$ cat src/rtl/gp_timer_multi_if.sv
// Register-port bundle for gp_timer_multi: single-cycle write strobe, read strobe
// and registered read data.
interface gp_timer_multi_if #(
    parameter int NCH = 4
);
    localparam int AW = $clog2(NCH) + 2;

    logic          wr_en;
    logic          rd_en;
    logic [AW-1:0] addr;
    logic [31:0]   wdata;
    logic [31:0]   rdata;

    modport master (output wr_en, rd_en, addr, wdata, input rdata);
    modport slave  (input wr_en, rd_en, addr, wdata, output rdata);
endinterface

$ cat src/rtl/gp_timer_multi.sv
// N-channel periodic/one-shot up-counting timer with a combined active-low interrupt.
// Optional per-channel 8-bit prescaler is built when GP_TIMER_PRESCALER_EN is defined.
module gp_timer_multi #(
    parameter int NCH   = 4,
    parameter int WIDTH = 24
) (
    input  logic              tclk,
    input  logic              rst_n,
    gp_timer_multi_if.slave   bus,
    output logic [NCH-1:0]    tick,
    output logic              int_n
);
    localparam int AW = $clog2(NCH) + 2;
    localparam int CW = (NCH > 1) ? $clog2(NCH) : 1;

    logic [CW-1:0] ch_sel;
    logic          ch_ok;
    logic [1:0]    reg_sel;
    logic [31:0]   ctrl_rd   [NCH];
    logic [31:0]   preset_rd [NCH];
    logic [31:0]   value_rd  [NCH];
    logic [31:0]   status_rd [NCH];
    logic [NCH-1:0] irq;
    logic          unused_wdata;

    assign reg_sel      = bus.addr[1:0];
    assign unused_wdata = ^bus.wdata;

    // Channel decode; out-of-range channels only exist when NCH is not a power of two.
    if (NCH == 1) begin : g_one
        assign ch_sel = '0;
        assign ch_ok  = 1'b1;
    end else begin : g_multi
        assign ch_sel = bus.addr[AW-1:2];
        if (NCH == (1 << CW)) begin : g_pow2
            assign ch_ok = 1'b1;
        end else begin : g_npow2
            assign ch_ok = (ch_sel < CW'(NCH));
        end
    end

    for (genvar i = 0; i < NCH; i++) begin : g_ch
        logic             sel, wr_ctrl, wr_preset, wr_status;
        logic             en, oneshot, ie, irq_flag, ce, term;
        logic [7:0]       psc;
        logic [WIDTH-1:0] preset, cnt;

        assign sel       = ch_ok && (ch_sel == CW'(i));
        assign wr_ctrl   = bus.wr_en && sel && (reg_sel == 2'd0);
        assign wr_preset = bus.wr_en && sel && (reg_sel == 2'd1);
        assign wr_status = bus.wr_en && sel && (reg_sel == 2'd3);

`ifdef GP_TIMER_PRESCALER_EN
        logic [7:0] pcnt;

        assign ce = (pcnt == psc);

        always_ff @(posedge tclk or negedge rst_n) begin
            if (!rst_n) begin
                psc  <= '0;
                pcnt <= '0;
            end else begin
                if (wr_ctrl)
                    psc <= bus.wdata[15:8];
                if (!en || wr_ctrl || ce)
                    pcnt <= '0;
                else
                    pcnt <= pcnt + 8'd1;
            end
        end
`else
        assign psc = '0;
        assign ce  = 1'b1;
`endif

        assign term    = en && ce && (cnt == '1);
        assign tick[i] = term;

        always_ff @(posedge tclk or negedge rst_n) begin
            if (!rst_n) begin
                en       <= 1'b0;
                oneshot  <= 1'b0;
                ie       <= 1'b0;
                preset   <= '0;
                cnt      <= '0;
                irq_flag <= 1'b0;
            end else begin
                // A CTRL write overrides the one-shot self-disable in the same cycle.
                if (wr_ctrl) begin
                    en      <= bus.wdata[0];
                    oneshot <= bus.wdata[1];
                    ie      <= bus.wdata[2];
                end else if (term && oneshot) begin
                    en <= 1'b0;
                end
                if (wr_preset)
                    preset <= bus.wdata[WIDTH-1:0];
                // While stopped the counter follows PRESET, including a write in flight.
                if (!en)
                    cnt <= wr_preset ? bus.wdata[WIDTH-1:0] : preset;
                else if (term)
                    cnt <= preset;
                else if (ce)
                    cnt <= cnt + WIDTH'(1);
                if (term)
                    irq_flag <= 1'b1;
                else if (wr_status && bus.wdata[0])
                    irq_flag <= 1'b0;
            end
        end

        assign ctrl_rd[i]   = {16'h0, psc, 5'h0, ie, oneshot, en};
        assign preset_rd[i] = 32'(preset);
        assign value_rd[i]  = 32'(cnt);
        assign status_rd[i] = {31'h0, irq_flag};
        assign irq[i]       = irq_flag & ie;
    end

    always_ff @(posedge tclk or negedge rst_n) begin
        if (!rst_n) begin
            bus.rdata <= '0;
        end else if (bus.rd_en) begin
            if (!ch_ok) begin
                bus.rdata <= '0;
            end else begin
                case (reg_sel)
                    2'd0:    bus.rdata <= ctrl_rd[ch_sel];
                    2'd1:    bus.rdata <= preset_rd[ch_sel];
                    2'd2:    bus.rdata <= value_rd[ch_sel];
                    default: bus.rdata <= status_rd[ch_sel];
                endcase
            end
        end
    end

    always_ff @(posedge tclk or negedge rst_n) begin
        if (!rst_n)
            int_n <= 1'b1;
        else
            int_n <= ~(|irq);
    end
endmodule

$ cat src/flat_wrapper.sv
// flat-port wrapper written by rule: the top's interface ports become plain ports
module gp_timer_multi_flat 
#(
    parameter int NCH   = 4,
    parameter int WIDTH = 24
)
  (tclk, rst_n, tick, int_n, bus_wr_en, bus_rd_en, bus_addr, bus_wdata, bus_rdata);
  gp_timer_multi_if #(.NCH(NCH)) bus_i ();
  input  logic tclk;
  input  logic rst_n;
  output logic [NCH-1:0] tick;
  output logic int_n;
  input wire logic [$bits(bus_i.wr_en)-1:0] bus_wr_en;
  input wire logic [$bits(bus_i.rd_en)-1:0] bus_rd_en;
  input wire logic [$bits(bus_i.addr)-1:0] bus_addr;
  input wire logic [$bits(bus_i.wdata)-1:0] bus_wdata;
  output wire logic [$bits(bus_i.rdata)-1:0] bus_rdata;
  assign bus_i.wr_en = bus_wr_en;
  assign bus_i.rd_en = bus_rd_en;
  assign bus_i.addr = bus_addr;
  assign bus_i.wdata = bus_wdata;
  assign bus_rdata = bus_i.rdata;
  gp_timer_multi #(.NCH(NCH), .WIDTH(WIDTH)) u_core (.tclk(tclk), .rst_n(rst_n), .bus(bus_i), .tick(tick), .int_n(int_n));
endmodule
$ cat config.mk
export PLATFORM = sky130hd
export DESIGN_NAME = gp_timer_multi_flat
export DESIGN_NICKNAME = d
export VERILOG_FILES = /design/src/rtl/gp_timer_multi_if.sv /design/src/rtl/gp_timer_multi.sv /design/src/flat_wrapper.sv
export SDC_FILE = /design/constraint.sdc
export NUM_CORES = 1
export LEC_CHECK = 0
export CAP_MARGIN = 20
export CORE_UTILIZATION = 30
export CTS_BUF_LIST = sky130_fd_sc_hd__clkbuf_8
export DETAILED_ROUTE_END_ITERATION = 8
export GPL_ROUTABILITY_DRIVEN = 1
export PLACE_DENSITY = 0.45
export SKIP_CTS_REPAIR_TIMING = 1
export SYNTH_ARGS = -nofsm -noshare
export SYNTH_HDL_FRONTEND = slang
export SYNTH_SLANG_ARGS = --single-unit
$ cat constraint.sdc
create_clock -name tclk -period 3.6 [get_ports tclk]
set_input_delay 0.36 -clock tclk [delete_from_list [all_inputs] [get_ports tclk]]
set_output_delay 0.36 -clock tclk [all_outputs]
set_load 0.03 [all_outputs]
==> flow_metrics.tcl <==
# collected from the flow reports
set metrics [dict create \
    edf_count 0 \
    grt_pass1_wl_um 66500 \
    area_delta_synth_final_pct 17.5 \
    synth_cell_types 71 \
    dpl_cell_area_um2 14000 \
    ys_cells 1181 \
    hold_slack_ns 0.343 \
    synth.cells.most_frequent "dfrtp_1 (232), nand2_1 (149), nor2_1 (103), mux2_2 (83), a21oi_1 (59)" \
    synth_top_cell_by_area "dfrtp_1" \
    vdd_ir_drop_max_v 0.000226 \
    nNetsFinal 1315 \
    firstDrtPassIters 5 \
    stdcell_area_um2 14900 \
    combinationalPowerShare_pct 28.7 \
    start_kind "register" \
    yosysTopAreaCellShare_pct 45.9 \
    finalWeightedCongestion 0.821 \
    p_leak_nw 6.16 \
    cts.path.max_buffers 3 \
    fp-row-count 74 \
    post-route-util_pct 36.1 \
    max_freq_mhz 300 \
    fin_tns_setup_ns 0 \
    vias 9968 \
    dieArea_um2 43000 \
    cap_violations 0 \
    die_h_um 207 \
    synth_chip_area_um2 12700 \
    fp_util_pct 30.7 \
    grt_pass1_vias 9939 \
    crit_chain "ha_1, nand2_1, nor4_4, nand3_2, inv_2, clkdlybuf4s50_1" \
    drc 0 \
    flop_cell "dfrtp_1" \
    die_w_um 207 \
    grt_setup_unrepaired "no" \
    power_switching_mw 3.63 \
    max_stage_delay_ns 0.67 \
    critPathSlowestCell "clkdlybuf4s50_1" \
    netSwitchingFraction_pct 37.0 \
    clkTransAtPathRegs_ns 0.06 \
    clkSinkCount 233 \
    first_iter_violations 700 \
    port_buffers 60 \
    run_status "finished, final reports clean" \
    synth-async-reset-ratio_pct 100 \
    hold_viol 0 \
    topCellsByArea "dfrtp_1 (46%), mux4_2 (9.3%), mux2_2 (7.4%)" \
    setup_slack_ns 0.263 \
    skew_ns 0.0195 \
    drive_gt1_share_pct 22.3 \
    crit_fanout 6 \
    min_period_over_period_pct 92.7 \
    ys_seq_share_pct 46.1 \
    synthCells 1181 \
    end_kind "primary output" \
    grt_max_degree 85 \
    seqPwrFrac_pct 44.2 \
    log.warning_count 34 \
    boundaryPins 77 \
    p_per_area_nw_per_um2 661 \
    hp-class "input port to register" \
    place_hpwl_um 30300 \
    yosysWarnings 0 \
    p_int_mw 6.19 \
]
-- path summary, 6_finish.rpt --
kind / slack, ns / start / cells past startpoint / to
max: 0.26 / u_core.g_ch[3].cnt[0] / 6 / tick[3]
min: 0.34 / bus_rd_en / 2 / u_core.bus.rdata[14]
max reg2reg: 0.97 / u_core.g_ch[0].cnt[0] / 8 / u_core.g_ch[0].cnt[3]
min reg2reg: 0.47 / u_core.g_ch[3].ie / 1 / u_core.int_n
max in group asynchronous: 2.30 / rst_n / 3 / u_core.g_ch[0].preset[9]
min in group asynchronous: 0.38 / rst_n / 2 / u_core.g_ch[2].cnt[2]
-- sequential cells by signal, indices dropped and copies added (netlist names) --
name,count
u_core.g_ch.oneshot,4
u_core.int_n,1
u_core.g_ch.cnt,96
u_core.g_ch.preset,96
u_core.g_ch.irq_flag,4
u_core.g_ch.en,4
u_core.bus.rdata,24
u_core.g_ch.ie,4
-- metal layers --
layer / vias up / share of wire [%] / GRT usage [%]
li1: 4512 / - / -
met1: 5051 / 47 / 29.5
met2: 340 / 45 / 31.8
met3: 65 / 6.2 / 4.02
met4: 0 / 2.4 / 6.72
met5: - / 0 / 0
-- cells in the final DEF (no fill, tap or decap), types with 31 or more instances in the layout --
| cell | Yosys | final |
|---|---|---|
| a31oi_1 | 33 | 33 |
| mux2_2 | 83 | 83 |
| mux4_2 | 52 | 52 |
| nand3_1 | 49 | 49 |
| nand2_1 | 149 | 149 |
| nor2_1 | 103 | 102 |
| o21ai_0 | 31 | 31 |
| xor2_1 | 44 | 44 |
| clkbuf_8 | 0 | 59 |
| clkdlybuf4s50_1 | 0 | 54 |
| buf_4 | 14 | 53 |
| a21oi_1 | 59 | 59 |
| dfrtp_1 | 232 | 232 |
-- cell type report --
type / instances / area [µm²]
Clock buffer: 59 / 812
Multi-Input combinational cell: 859 / 6390
Clock inverter: 17 / 72.6
Timing Repair Buffer: 113 / 1010
Fill cell: 4121 / 26300
Tap cell: 532 / 666
Inverter: 20 / 76.3
Antenna cell: 1 / 2.50
Sequential cell: 233 / 5830
-- power groups by stage --
stage	registers, mW	logic (mW)	clock network, mW
floorplan	4.10	1.95	0
global placement	4.36	2.80	0
detailed placement	4.36	2.82	0
CTS	4.32	2.84	2.74
global route	4.45	3.10	2.86
finish	4.34	2.82	2.66
-- cell families after synthesis --
kind of cell	after synthesis	synth area share [%]
xor gates and xnor gates	74	5.12
AOI/OAI and AO/OA	220	11.3
muxes	149	17.8
other	1	0.0296
DFF	233	46.1
and+or+nand+nor	404	15.6
buffers and inverters	96	3.69
adders and majority gates	4	0.396
-- per-stage QoR --
step,std cells,total power [mW]
finish,1834,9.82
global placement,1756,7.15
CTS,1832,9.91
detailed placement,1756,7.18
floorplan,1188,6.05
global route,1833,10.4
==> images/layer_met4.png <==
Scale bar: 50 µm. Supply wires on this layer in gray. Cells faint in the background.
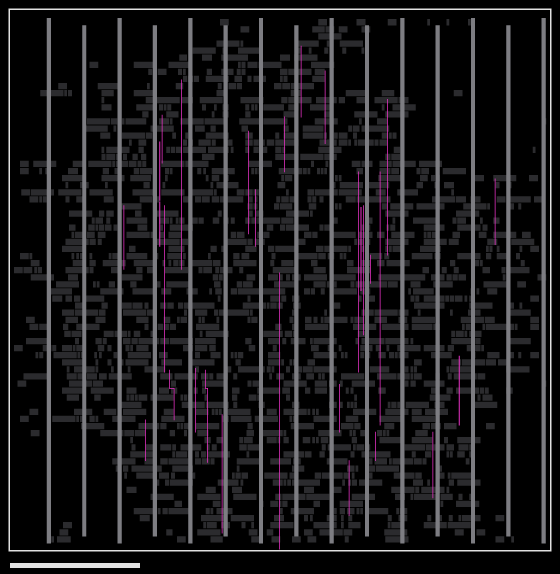
nets with wire on the layer: 16
share of all routed wire: 2.4%
wire length on this layer: 1060 µm

==> images/cell_density.png <==
21 x 21 tiles, from white (low) to dark blue (high), 0 to 100% covered.
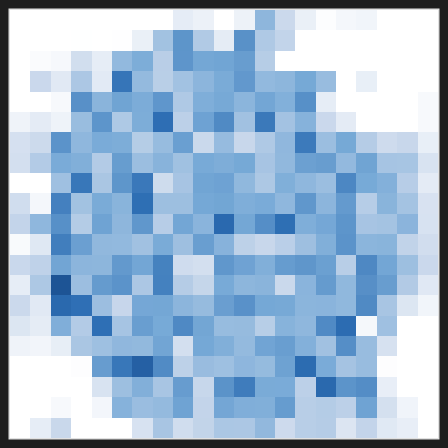
fullest tile: 86%
tiles over 75% full: 1.6%
nearly empty tiles: 18%
emptiest ninth of the die: north-east

==> images/congestion.png <==
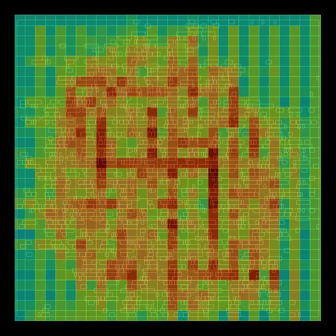
met3 Use GR: 4.02%
average routed wire per standard cell: 24.1 µm
met1 Usage GRT: 29.5%
met2 usage: 31.8%
total track usage: 20.8%

Power and IR drop assume default switching activity.
